Figure 1. Cell sizes after repair.
The bar under the picture is 50 µm long.
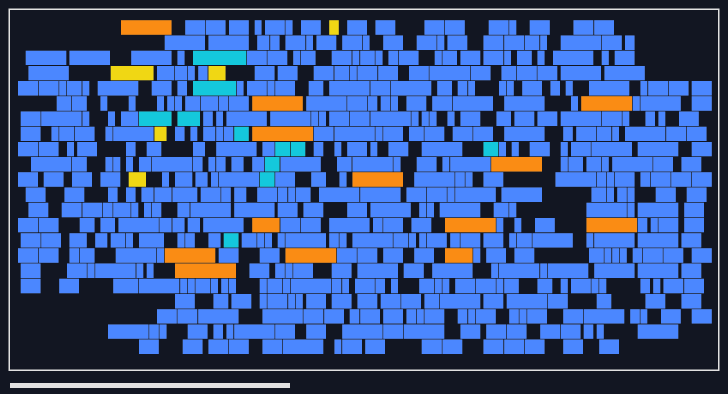
Figure 2. I/O pins on the die edge.
Pins as bars across the die edge, other pins in gray.
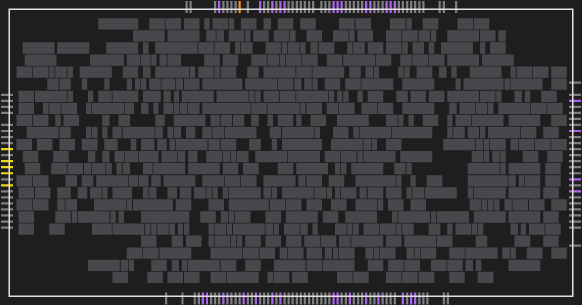
Figure 3. Routed clock nets over the placement.
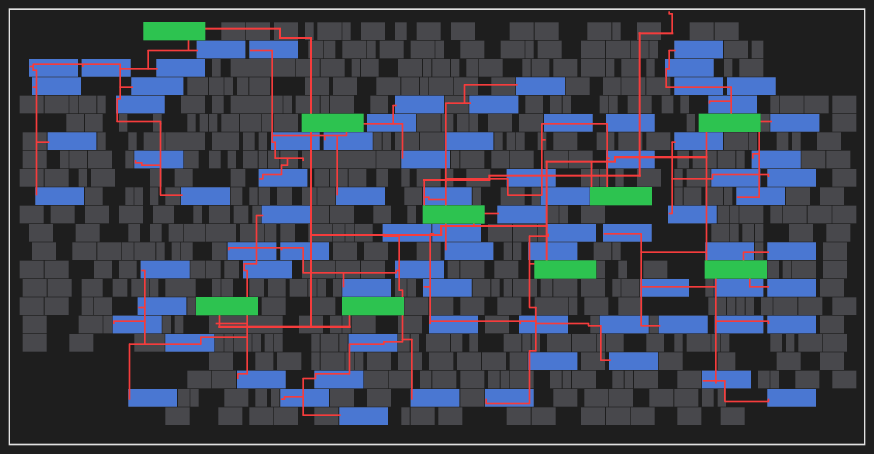
<file path="config.mk">
export PLATFORM = sky130hd
export DESIGN_NAME = reg_debug_port
export DESIGN_NICKNAME = d
export VERILOG_FILES = /design/src/rtl/reg_debug_port.sv
export SDC_FILE = /design/constraint.sdc
export NUM_CORES = 1
export LEC_CHECK = 0
export CORE_ASPECT_RATIO = 0.5
export CORE_UTILIZATION = 45
export DETAILED_ROUTE_END_ITERATION = 12
export PLACE_DENSITY = 0.86
export SYNTH_ARGS = -nofsm -noshare
export SYNTH_HDL_FRONTEND = slang
export SYNTH_SLANG_ARGS = --single-unit
</file>
<file path="constraint.sdc">
create_clock -name clk -period 3.4 [get_ports clk]
set_clock_uncertainty 0.05 [all_clocks]
set_input_delay 0.51 -clock clk [delete_from_list [all_inputs] [get_ports clk]]
set_output_delay 0.51 -clock clk [all_outputs]
set_load 0.01 [all_outputs]
</file>
<file path="src/rtl/reg_debug_port.sv">
// Debug-side register file initiator: single read/write and full dump commands,
// gated on core halt, with results returned over a valid/ready response channel.
module reg_debug_port #(
  parameter int NREGS = 32,
  parameter int XLEN  = 32
) (
  input  logic            clk,
  input  logic            rst,
  input  logic            cmd_valid,
  output logic            cmd_ready,
  input  logic [1:0]      cmd_op,
  input  logic [4:0]      cmd_addr,
  input  logic [XLEN-1:0] cmd_wdata,
  input  logic            core_halted,
  output logic [4:0]      rf_raddr,
  input  logic [XLEN-1:0] rf_rdata,
  output logic            rf_wr,
  output logic [4:0]      rf_waddr,
  output logic [XLEN-1:0] rf_wdata,
  output logic            rsp_valid,
  input  logic            rsp_ready,
  output logic [XLEN-1:0] rsp_data,
  output logic [4:0]      rsp_addr,
  output logic            rsp_last,
  output logic            rsp_err,
  output logic            busy
);

  typedef enum logic [2:0] {S_IDLE, S_WAIT_HALT, S_READ, S_WRITE, S_RSP} state_t;

  typedef struct packed {
    logic [XLEN-1:0] data;
    logic [4:0]      addr;
    logic            last;
    logic            err;
  } rsp_t;

  localparam logic [1:0] OP_RD   = 2'b00;
  localparam logic [1:0] OP_WR   = 2'b01;
  localparam logic [1:0] OP_DUMP = 2'b10;
  localparam logic [1:0] OP_ILL  = 2'b11;
  localparam logic [4:0] LAST_IDX = 5'(NREGS - 1);

  state_t          state, state_n;
  logic [1:0]      op, op_n;
  logic [4:0]      idx, idx_n;
  logic [XLEN-1:0] wdata, wdata_n;
  rsp_t            rsp, rsp_n;
  logic            rf_wr_c;

  always_ff @(posedge clk) begin
    if (rst) begin
      state <= S_IDLE;
      op    <= OP_RD;
      idx   <= '0;
      wdata <= '0;
      rsp   <= '0;
    end else begin
      state <= state_n;
      op    <= op_n;
      idx   <= idx_n;
      wdata <= wdata_n;
      rsp   <= rsp_n;
    end
  end

  always_comb begin
    state_n = state;
    op_n    = op;
    idx_n   = idx;
    wdata_n = wdata;
    rsp_n   = rsp;
    rf_wr_c = 1'b0;
    case (state)
      S_IDLE: begin
        if (cmd_valid && cmd_ready) begin
          op_n    = cmd_op;
          wdata_n = cmd_wdata;
          idx_n   = (cmd_op == OP_DUMP) ? 5'd0 : cmd_addr;
          if (cmd_op == OP_ILL) begin
            rsp_n   = '{data: '0, addr: cmd_addr, last: 1'b1, err: 1'b1};
            state_n = S_RSP;
          end else begin
            state_n = S_WAIT_HALT;
          end
        end
      end
      S_WAIT_HALT: begin
        if (core_halted) state_n = (op == OP_WR) ? S_WRITE : S_READ;
      end
      S_READ: begin
        // A halt drop here discards the sample; the same idx is retried later.
        if (core_halted) begin
          rsp_n   = '{data: rf_rdata, addr: idx,
                      last: (op == OP_RD) || (idx == LAST_IDX), err: 1'b0};
          state_n = S_RSP;
        end else begin
          state_n = S_WAIT_HALT;
        end
      end
      S_WRITE: begin
        if (core_halted) begin
          rf_wr_c = (idx != 5'd0);
          rsp_n   = '{data: wdata, addr: idx, last: 1'b1, err: 1'b0};
          state_n = S_RSP;
        end else begin
          state_n = S_WAIT_HALT;
        end
      end
      S_RSP: begin
        if (rsp_ready) begin
          if (rsp.last) begin
            state_n = S_IDLE;
          end else begin
            idx_n   = idx + 5'd1;
            state_n = core_halted ? S_READ : S_WAIT_HALT;
          end
        end
      end
      default: state_n = S_IDLE;
    endcase
  end

  // Handshake-visible outputs are forced quiet during the reset cycle itself.
  assign cmd_ready = (state == S_IDLE) && !rst;
  assign rsp_valid = (state == S_RSP) && !rst;
  assign busy      = (state != S_IDLE) && !rst;
  assign rf_wr     = rf_wr_c && !rst;

  assign rf_raddr  = idx;
  assign rf_waddr  = idx;
  assign rf_wdata  = wdata;
  assign rsp_data  = rsp.data;
  assign rsp_addr  = rsp.addr;
  assign rsp_last  = rsp.last;
  assign rsp_err   = rsp.err;

endmodule

</file>
==> metrics.sh <==
TIMING.MAX_CAP.VIOLATIONS=0
SYNTH_COMPOUND_GATE_AREA_SHARE_PCT=9.88
SYNTH-XOR-AREA-SHARE_PCT=0.251
GRT_START_MAX_NET_PINS=32
YOSYS.AREA_SHARE.ADDER_PCT=1.07
CORE_AREA_MM2=0.00743
OUTCOME='finished clean'
ANTENNA_FOUND_INITIAL=0
YOSYS-STAT-CELLS=403
CRITICAL_PATH_CLASS='reg -> out'
HTREE_NUM_LEVELS=3
VIA_COUNT=3320
HOLD_PATH.CLASS='reg -> reg'
MOSTFREQUENTLAYOUTCELL='clkdlybuf4s50_1'
POWER_PER_CELL_AREA_mW_PER_MM2=472
WIRE_LENGTH_OF_THE_FIRST_GLOBAL_ROUTING_PASS_UM=16500
STARTPOINT='state[2]'
SYNTH_AREA_MM2=0.00350
FF2FF_SETUP_SLACK_NS=1.35
GLOBALPLACE.CONGESTION=0.782
POSTSYNTHREGISTERBITS=81
MIN_FROM='rsp_data[26]'
TRITONCTS.NUM_BUFFERS=9
DIEAREA_MM2=0.00815
END_OF_THE_WORST_HOLD_PATH='rsp_data[26]'
PERIOD_MINUS_SLACK_NS=2.87
FINAL_WL_UM=10200
WORST_SETUP_PATH_START_KIND='flip-flop'
ANTENNA_CELLS_INSERTED=0
AVG_WL_PER_CELL_UM=15.7
MAPPED_CELLS=403
POWER.IR.VDD_WORST_mV=0.283
FIN_TNS_SETUP_NS=0
YS.FLOP_TYPE='dfxtp_1'
WHS_PATH_DEPTH=2
CTS_POST_SETUP_BUFFERS_INSERTED=0
TOP_CELLS_BY_AREA='dfxtp_1 (46%), nand2_1 (11%), mux2i_1 (11%), nand3b_1 (7.1%), o21ai_1 (4.3%)'
SINK_COUNT_OF_THE_CLOCK_TREE=81
TRITONCTS='yes'
SYNTHTOPLOGICFAMILY='simple AND/OR/NAND/NOR gates'
LAY_TOP_CELLS='clkdlybuf4s50_1 (159), nand2_1 (102), dfxtp_1 (80)'
ASYNC_SET_OR_RESET_FLOP_FRACTION_IN_THE_SYNTHESIZED_NETLIST_PCT=0
MIN_PERIOD_OVER_PERIOD_PCT=84.5
DR.FIRST_ITER.DRC_COUNT=162
CRIT_PATH_DRT_NS=2.84
SYNTH.YOSYS.WARNINGS=0
CRITICAL_PATH.REG2REG.ENDPOINT='rf_raddr[2]'
## Picture notes: Figure 1
x6 and larger -> orange  # cells 13, most used clkbuf_16
x2 -> yellow  # cells 5
x3 and x4 -> cyan  # cells 11, most used buf_4
x1 and smaller -> blue  # cells 525, most used clkdlybuf4s50_1
final instance area: 0.00544 mm²
area delta synth->final: 55.5%
setup slack of the critical path after layout: 0.528 ns

## Picture notes: Figure 2
cmd_wdata -> purple  # pins 32, direction input, edge 15 south, 13 north, 4 east
cmd_ready -> orange  # pins 1, direction output, edge north
cmd_addr -> yellow  # pins 5, direction input, edge west
Horiz. Die Dim: 127 µm
die span in y: 64.3 µm

## Picture notes: Figure 3
clock-net drivers -> green  # count 9
flip-flops -> blue  # count 81
clock wires -> red  # length 962 µm
flops lie = spread over the die
later-pin clock latency in the skew report: 0.33 ns
Clock net power: 1.05 mW
share of power burned in the clock network: 40.7%

## report_power, final
part	total [mW]	switching, mW	internal, mW
Clock	1.05	0.362	0.684
Combinational	0.449	0.188	0.261
Sequential	1.07	0.0675	1.01
## through the flow
| stage | worst slack, ns | hold slack, ns | power, mW | instance area, µm² | std cells |
|---|---|---|---|---|---|
| after detailed placement | 0.693 | 0.390 | 1.54 | 5110 | 634 |
| after global placement | 0.692 | 0.384 | 1.53 | 5110 | 634 |
| after floorplan | 1.51 | 0.407 | 1.29 | 3500 | 403 |
| after global routing | 0.446 | 0.416 | 2.68 | 5440 | 650 |
| after CTS | 0.547 | 0.398 | 2.59 | 5440 | 650 |
| final | 0.528 | 0.395 | 2.57 | 5440 | 650 |
## Yosys cell counts, types with 3 or more instances
library cell	count
clkbuf_1	12
nand2b_1	7
dfxtp_1	81
nor2_1	22
o21ai_0	7
nand2_1	102
mux2i_1	38
o21ai_1	30
nand3b_1	33
inv_1	4
buf_4	6
nand3_1	7
buf_2	12
ha_1	3
nor3_1	3
a211oi_1	7
nor2b_1	3
## registers in the layout, indices dropped and copies added, names as in the netlist
signal    cells
rsp_addr      5
rf_wdata     32
state         3
rsp_data     32
rf_raddr      5
op            2
rsp_err       1
rsp_last      1
## layout make-up
cell class                      instances  area share [%]
Multi-Input combinational cell        286            31.4
Timing Repair Buffer                  167            30.3
Sequential cell                        81            29.9
Clock buffer                           14            4.86
Tap cell                               96            2.21
Clock inverter                          2            1.10
Inverter                                4           0.276
## layer usage
metal	track usage (%)	vias up	routed length [µm]
li1	-	1657	-
met1	30.1	1553	4320
met2	47.9	89	5230
met3	6.87	21	451
met4	9.19	0	217
met5	0	-	0
## worst max-delay path: stages (launching register included)
cell	delay [ns]
dfxtp_1	0.68
or3b_2	0.54
nor2_1	0.18
clkdlybuf4s50_1	0.58
No activity file was given, so power comes from the tool's default toggle rates.
